### src/rtl/cdb_arbiter.sv
// Common data bus arbiter: six single-entry result buffers drained one per cycle
// onto a registered broadcast bus, using round-robin or fixed-priority selection.
module cdb_arbiter #(
  parameter int RR_EN = 1
) (
  input  logic        clk,
  input  logic        rst_n,
  input  logic        ADD1_valid,
  input  logic        ADD2_valid,
  input  logic        ADD3_valid,
  input  logic        MULT1_valid,
  input  logic        MULT2_valid,
  input  logic [31:0] ADD1_result,
  input  logic [31:0] ADD2_result,
  input  logic [31:0] ADD3_result,
  input  logic [31:0] MULT1_result,
  input  logic [31:0] MULT2_result,
  output logic        ADD1_ready,
  output logic        ADD2_ready,
  output logic        ADD3_ready,
  output logic        MULT1_ready,
  output logic        MULT2_ready,
  input  logic        LS_valid,
  input  logic [31:0] LS_value,
  input  logic [2:0]  LS_idx,
  output logic        LS_ready,
  output logic        cdb_valid,
  output logic [3:0]  cdb_tag,
  output logic [31:0] cdb_data,
  output logic        err_bad_idx
);

  localparam int DATA_W = 32;
  localparam int NSRC   = 6;
  localparam logic [2:0] LS_SLOT = 3'd5;

  // Source slots: 0..4 = ADD1, ADD2, ADD3, MULT1, MULT2; 5 = LS.
  logic [NSRC-1:0]   src_valid;
  logic [NSRC-1:0]   src_ready;
  logic [DATA_W-1:0] src_data [NSRC];

  logic [NSRC-1:0]   full_p0;
  logic [DATA_W-1:0] buf_p0 [NSRC];
  logic [3:0]        ls_tag_p0;
  logic [2:0]        last_p0;

  logic [NSRC-1:0]   gnt;
  logic              gnt_any;
  logic [2:0]        gnt_idx;
  logic [2:0]        cand;
  logic [3:0]        gnt_tag;
  logic [NSRC-1:0]   fire;
  logic [NSRC-1:0]   fill;
  logic              ls_bad;

  logic              vld_p1;
  logic [3:0]        tag_p1;
  logic [DATA_W-1:0] data_p1;
  logic              err_bad;

  function automatic logic [2:0] wrap_idx(input logic [2:0] base, input logic [3:0] step);
    logic [3:0] sum;
    sum = {1'b0, base} + step;
    if (sum >= 4'd6) sum = sum - 4'd6;
    return sum[2:0];
  endfunction

  assign src_valid = {LS_valid, MULT2_valid, MULT1_valid, ADD3_valid, ADD2_valid, ADD1_valid};

  assign src_data[0] = ADD1_result;
  assign src_data[1] = ADD2_result;
  assign src_data[2] = ADD3_result;
  assign src_data[3] = MULT1_result;
  assign src_data[4] = MULT2_result;
  assign src_data[5] = LS_value;

  // Grant selection over the buffers that are currently full.
  always_comb begin
    gnt_any = 1'b0;
    gnt_idx = 3'd0;
    cand    = 3'd0;
    if (RR_EN != 0) begin
      for (int k = 1; k <= NSRC; k++) begin
        cand = wrap_idx(last_p0, 4'(k));
        if (!gnt_any && full_p0[cand]) begin
          gnt_any = 1'b1;
          gnt_idx = cand;
        end
      end
    end else begin
      for (int i = 0; i < NSRC; i++) begin
        if (!gnt_any && full_p0[i]) begin
          gnt_any = 1'b1;
          gnt_idx = 3'(i);
        end
      end
    end
  end

  always_comb begin
    gnt = '0;
    if (gnt_any) gnt[gnt_idx] = 1'b1;
  end

  always_comb begin
    gnt_tag = 4'd0;
    if (gnt_any) begin
      if (gnt_idx == LS_SLOT) gnt_tag = ls_tag_p0;
      else                    gnt_tag = {1'b0, gnt_idx} + 4'd7;
    end
  end

  // A granted buffer can take a new result on the same edge it drains.
  assign src_ready = ~full_p0 | gnt;
  assign fire      = src_valid & src_ready;
  assign ls_bad    = (LS_idx[2:1] == 2'b11);

  always_comb begin
    fill = fire;
    if (ls_bad) fill[LS_SLOT] = 1'b0;
  end

  // p0: holding buffers and round-robin pointer
  always_ff @(posedge clk or negedge rst_n) begin
    if (!rst_n) begin
      full_p0 <= '0;
      last_p0 <= LS_SLOT;
    end else begin
      full_p0 <= (full_p0 & ~gnt) | fill;
      if (gnt_any) last_p0 <= gnt_idx;
    end
  end

  always_ff @(posedge clk) begin
    for (int i = 0; i < NSRC; i++) begin
      if (fill[i]) buf_p0[i] <= src_data[i];
    end
    if (fill[LS_SLOT]) ls_tag_p0 <= {1'b0, LS_idx} + 4'd1;
  end

  // p1: registered broadcast bus and sticky error flag
  always_ff @(posedge clk or negedge rst_n) begin
    if (!rst_n) begin
      vld_p1  <= 1'b0;
      tag_p1  <= 4'd0;
      data_p1 <= '0;
      err_bad <= 1'b0;
    end else begin
      vld_p1 <= gnt_any;
      tag_p1 <= gnt_tag;
      if (gnt_any) data_p1 <= buf_p0[gnt_idx];
      if (fire[LS_SLOT] && ls_bad) err_bad <= 1'b1;
    end
  end

  assign ADD1_ready  = src_ready[0];
  assign ADD2_ready  = src_ready[1];
  assign ADD3_ready  = src_ready[2];
  assign MULT1_ready = src_ready[3];
  assign MULT2_ready = src_ready[4];
  assign LS_ready    = src_ready[5];

  assign cdb_valid   = vld_p1;
  assign cdb_tag     = tag_p1;
  assign cdb_data    = data_p1;
  assign err_bad_idx = err_bad;

endmodule

### config.mk
export PLATFORM = sky130hd
export DESIGN_NAME = cdb_arbiter
export DESIGN_NICKNAME = d
export VERILOG_FILES = /design/src/rtl/cdb_arbiter.sv
export SDC_FILE = /design/constraint.sdc
export NUM_CORES = 1
export LEC_CHECK = 0
export ABC_AREA = 1
export CAP_MARGIN = 20
export CORE_UTILIZATION = 50
export DETAILED_ROUTE_END_ITERATION = 12
export HOLD_SLACK_MARGIN = 0.12
export PLACE_DENSITY_LB_ADDON = 0.15
export SLEW_MARGIN = 20
export SYNTH_ARGS = -nofsm -noshare
export SYNTH_HDL_FRONTEND = slang
export SYNTH_SLANG_ARGS = --single-unit
### constraint.sdc
create_clock -name clk -period 5.25 [get_ports clk]
set_input_delay 0.7875 -clock clk [delete_from_list [all_inputs] [get_ports clk]]
set_output_delay 0.7875 -clock clk [all_outputs]
set_load 0.03 [all_outputs]
==> run_1/density.png <==
The die is cut into 15 by 15 equal tiles; dark blue is low, red is high, 0 to 100% covered.
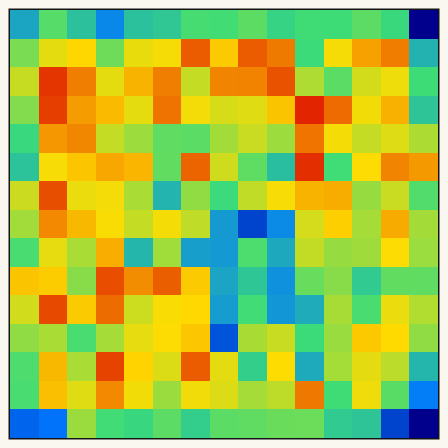
mean over tiles = 64%
tiles over 75% full = 27%
nearly empty tiles = 0.90%
fullest tile = 96%
Pre-Place Util: 51.6%
core area: 21,300 um^2
post-route core utilization: 69.0%

==> run_1/gate_families.png <==
Scale bar: 50 um.
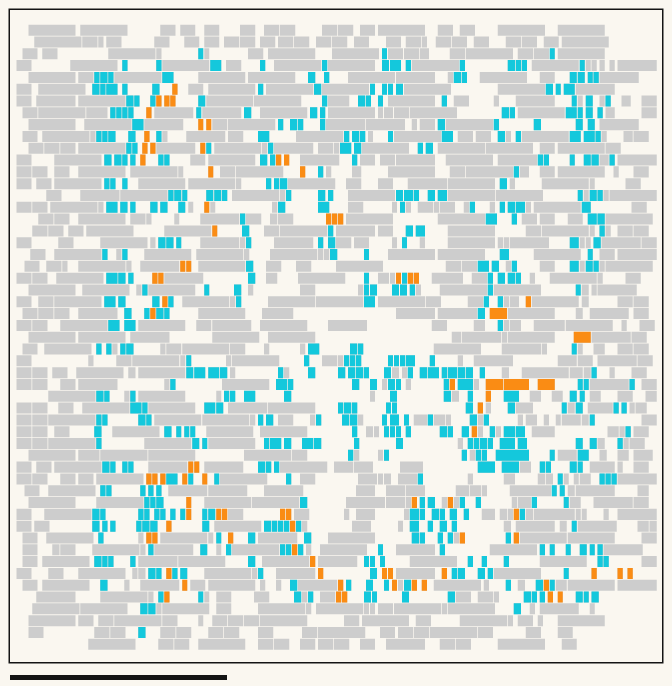
orange -> NOR gates  # cells 84, most used nor2_1
cyan -> NAND gates  # cells 510, most used nand2_1, where widely spread

==> reports/qor.yml, run 1 <==
outcome: "completed"
flops: 243
arrival_ns: 4.07
ys_seq_elements: 243
worstPathRequired_ns: 4.46
grt_pass1_vias: 8075
antenna_left: 0
max_cap_viol_count: 0
crit_path_end_kind: "output pin"
viasPerCell: 5.11
fp.dieH_um: 150
num_rows: 53
tns_ns: 0
final_cell_mix: "nand2_1 (294), clkdlybuf4s50_1 (240), edfxtp_1 (196)"
cts_htree_levels: 1
cts_buffers: 27
path_buffers: 3
drt_iter0_drc: 564
grt_pass1_wl_mm: 43.7
dp_cells: 1582
cts_hold_buffers: 0
clkbuf_count: 33
final_cell_area_um2: 14700
top_register: "buf_p0"
hp-class: "in -> async"
top_cells_by_count: "nand2_1 (294), edfxtp_1 (196), nand3_1 (161)"
flop_cell: "edfxtp_1"
rsz0062_at_grt: "false"
dp_hpwl_mm: 18.9
syn_area_per_cell_um2: 10.0
signal_buffers: 262
fp_nets: 1311
yosysMostFrequentCell: "nand2_1"
final-nonclk-buf-share_pct: 17.7
critPathMaxFanout: 24
enable_flop_cells: 196
timing.rr.start: "last_p0[1]"
antenna_found_initial: 2
maxSlewViolCount: 0
wl_met3_mm: 2.18
grt_max_degree: 97
portBuffers: 246
seqAreaFraction_pct: 48.1
drive_above_1_share_pct: 7.22
grtUsageMet3_pct: 4.67
largestClassByArea: "sequential cells"
final_common_cell: "nand2_1"
logic_gate_count: 650
post-route-min-period_ns: 4.86
yosysCellCount: 1094
gr-usage-met2_pct: 43.1
topCellsByArea: "edfxtp_1 (54%), dfrtp_1 (10%), nand2_1 (10%), nand3_1 (7.3%), inv_1 (5.0%)"
tightest_slew_ns: 1.13
fmax_mhz: 206
clk_latency_ns: 0.54
layout_setup_ws_ns: 0.388
worstPathCellList: "inv_2 -> ha_2 -> inv_2 -> nand2_1 -> nand3_1 -> nand2_1 -> nand2_1 -> nand2_1 -> nand2_1 -> nand3_1 -> nand3_2 -> nor2_4 -> nand2_1 -> nand2_1 -> nand2_1 -> nand2_4 -> nand2_4 -> o21ai_1 -> clkdlybuf4s50_1"
ys_seq_share_pct: 64.4
synth-adder-area-share_pct: 1.60
warnings: 36
busiest_layer: "met2"
final_cells: 1634
place_area_um2: 13700
simple_gate_share_pct: 24.8
path_class: "reg -> out"
skew_ns: 0.0120
io_pins: 247
flop_area_um2: 7060
cp-endpoint: "MULT2_ready"
fin_crit_sh_pct: 92.6
gp_congestion: 0.907
dp_slack_ns: 0.722
critPathLaunchType: "flop"
cts_resized: 0
r2r-end: "buf_p0[0][30]"
path_clk_slew_ns: 0.06
netlist_area_um2: 11000
ys_warn_count: 0
slowest_delay_ns: 0.70
cts-root-buf: "clkbuf_16"
yosys_area_um2: 11000
top_cell_area_share_pct: 53.6
taps: 275
cp_top_family: "simple AND/OR/NAND/NOR gates"
die_area_um2: 22500
route.detailed.drc: 0
n_antenna_cell: 2
ys_sh_mux_pct: 0
==> run_1/metal_stack.png <==
Scale bar: 50 um.
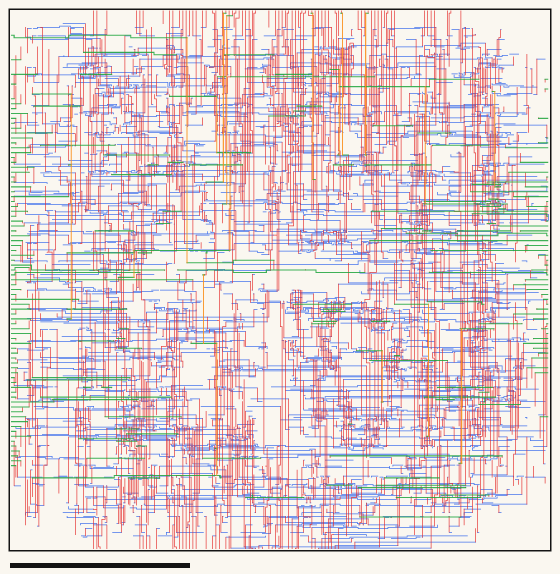
blue -> met1  # wire length 12,000 um
green -> met3  # wire length 2,180 um
orange -> met4  # wire length 627 um
red -> met2  # wire length 14,200 um
Avg WL per Cell: 17.7 um
Total GRT Usage: 25.9%
final WL: 29.0 mm
Vias: 8,350

==> run_1/clock_map.png <==
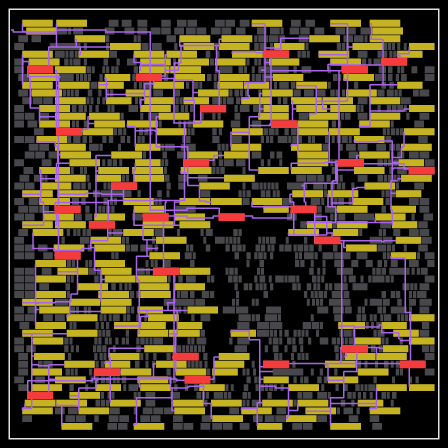

==> run 1 -> run 2 <==
--- a/config.mk
+++ b/config.mk
@@ -10,7 +10,7 @@
 export CORE_UTILIZATION = 50
 export DETAILED_ROUTE_END_ITERATION = 12
 export HOLD_SLACK_MARGIN = 0.12
-export PLACE_DENSITY_LB_ADDON = 0.15
+export PLACE_DENSITY = 0.75
 export SLEW_MARGIN = 20
 export SYNTH_ARGS = -nofsm -noshare
 export SYNTH_HDL_FRONTEND = slang
==> run_2/clock_map.png <==
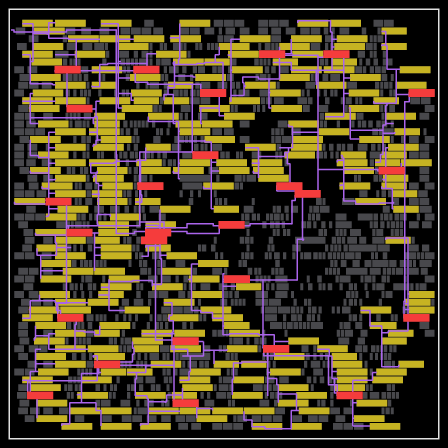
red -> cells driving clock nets  # count 26
purple -> clock wires  # length 2,900 um
yellow -> flip-flops  # count 243
routed clock nets = 27
flops lie = widely spread
clk_skew: 0.0122 ns
Insertion Delay late pin: 0.55 ns

==> run_2/metal_stack.png <==
Scale bar: 50 um.
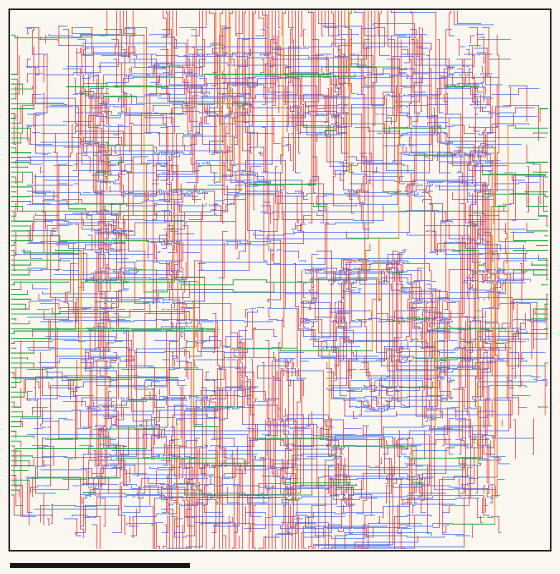
red -> met2  # wire length 14,200 um
green -> met3  # wire length 1,960 um
orange -> met4  # wire length 865 um
blue -> met1  # wire length 12,200 um

==> run 2 against run 1 <==
Net effect:
- final cell count unchanged
- flip-flop count unchanged
- non-clock buffer count up 2
- via count down 0.49%
- sequential share of layout area up 0.31 points
- design area down 0.59%
- global-route usage up 0.71 points
- setup slack worse by 0.080 ns
- wire length up 0.85%
- count of clock-buffer cells in the layout up 3
- critical endpoint is now LS_ready
- highest routed layer unchanged
==> reports/qor.yml, run 2 <==
fmax_mhz: 202
crit_path_end_kind: "output pin"
grt_pass1_vias: 8232
worstPathRequired_ns: 4.46
antenna_left: 0
logic_gate_count: 650
fin_crit_sh_pct: 94.1
path_buffers: 4
ys_warn_count: 0
max_cap_viol_count: 0
yosys.area_share.xor_xnor_pct: 0.239
topCellsByArea: "edfxtp_1 (54%), dfrtp_1 (10%), nand2_1 (10%), nand3_1 (7.3%), inv_1 (5.0%)"
cts_buffers: 26
rsz0062_at_grt: "true"
enable_flop_cells: 196
flop_cell: "edfxtp_1"
clk_share_pct: 5.72
ys_sh_mux_pct: 0
signal_buffers: 264
drive_above_1_share_pct: 6.78
outcome: "completed"
route.detailed.drc: 0
worstPathCellList: "inv_2 -> ha_1 -> inv_2 -> nand2_1 -> nand3_1 -> nand2_1 -> nand2_1 -> nand2_1 -> nand2_1 -> nand3_1 -> nand3_2 -> nor2_4 -> nand3_1 -> inv_1 -> nand2_1 -> nand3_2 -> nand2_1 -> nand2_1 -> clkdlybuf4s50_1"
cts_resized: 0
yosysMostFrequentCell: "nand2_1"
tns_ns: 0
critPathMaxFanout: 18
core_area_um2: 21300
critPathLaunchType: "flop"
gp_congestion: 0.854
fp_nets: 1311
final_cells: 1634
cts-root-buf: "clkbuf_16"
grt_max_degree: 97
syn_area_per_cell_um2: 10.0
taps: 275
flop_area_um2: 7070
dp_hpwl_mm: 18.8
die_area_um2: 22500
drt_iter0_drc: 509
cp_top_family: "simple AND/OR/NAND/NOR gates"
dp_slack_ns: 0.676
grt_pass1_wl_mm: 44.6
timing.rr.start: "last_p0[0]"
maxSlewViolCount: 0
slowest_delay_ns: 0.73
io_pins: 247
layout_setup_ws_ns: 0.307
track_usage_pct: 26.6
cts_htree_levels: 1
tightest_slew_ns: 1.09
yosys_area_um2: 11000
busiest_layer: "met2"
final_cell_area_um2: 14600
clkbuf_count: 36
arrival_ns: 4.16
fin_util_pct: 68.6
top_cell_area_share_pct: 53.6
wl_met3_mm: 1.96
flops: 243
largestClassByArea: "sequential cells"
viasPerCell: 5.09
path_clk_slew_ns: 0.06
warnings: 37
dp_cells: 1582
ys_seq_elements: 243
grtUsageMet3_pct: 5.12
cts_hold_buffers: 0
final_common_cell: "nand2_1"
gr-usage-met2_pct: 44.3
top_register: "buf_p0"
top_cells_by_count: "nand2_1 (294), edfxtp_1 (196), nand3_1 (161)"
n_antenna_cell: 2
num_rows: 53
fp.dieH_um: 150
ys_seq_share_pct: 64.4
yosysCellCount: 1094
synth-adder-area-share_pct: 1.60
post-route-min-period_ns: 4.94
antenna_found_initial: 3
hp-class: "in -> async"
wl_mm: 29.2
final_cell_mix: "nand2_1 (294), clkdlybuf4s50_1 (240), edfxtp_1 (196)"
routedWlPerCell_um: 17.9
route.vias.total: 8309
place_area_um2: 13700
fp_util_pct: 51.6
r2r-end: "buf_p0[0][7]"
path_class: "reg -> out"
cp-endpoint: "LS_ready"
==> run_2/density.png <==
The die is cut into 15 by 15 equal tiles; dark blue is low, red is high, 0 to 100% covered.
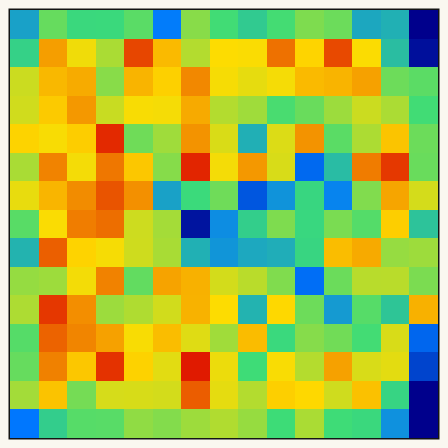
mean over tiles = 63%
tiles over 75% full = 29%
fullest tile = 97%
nearly empty tiles = 1.3%

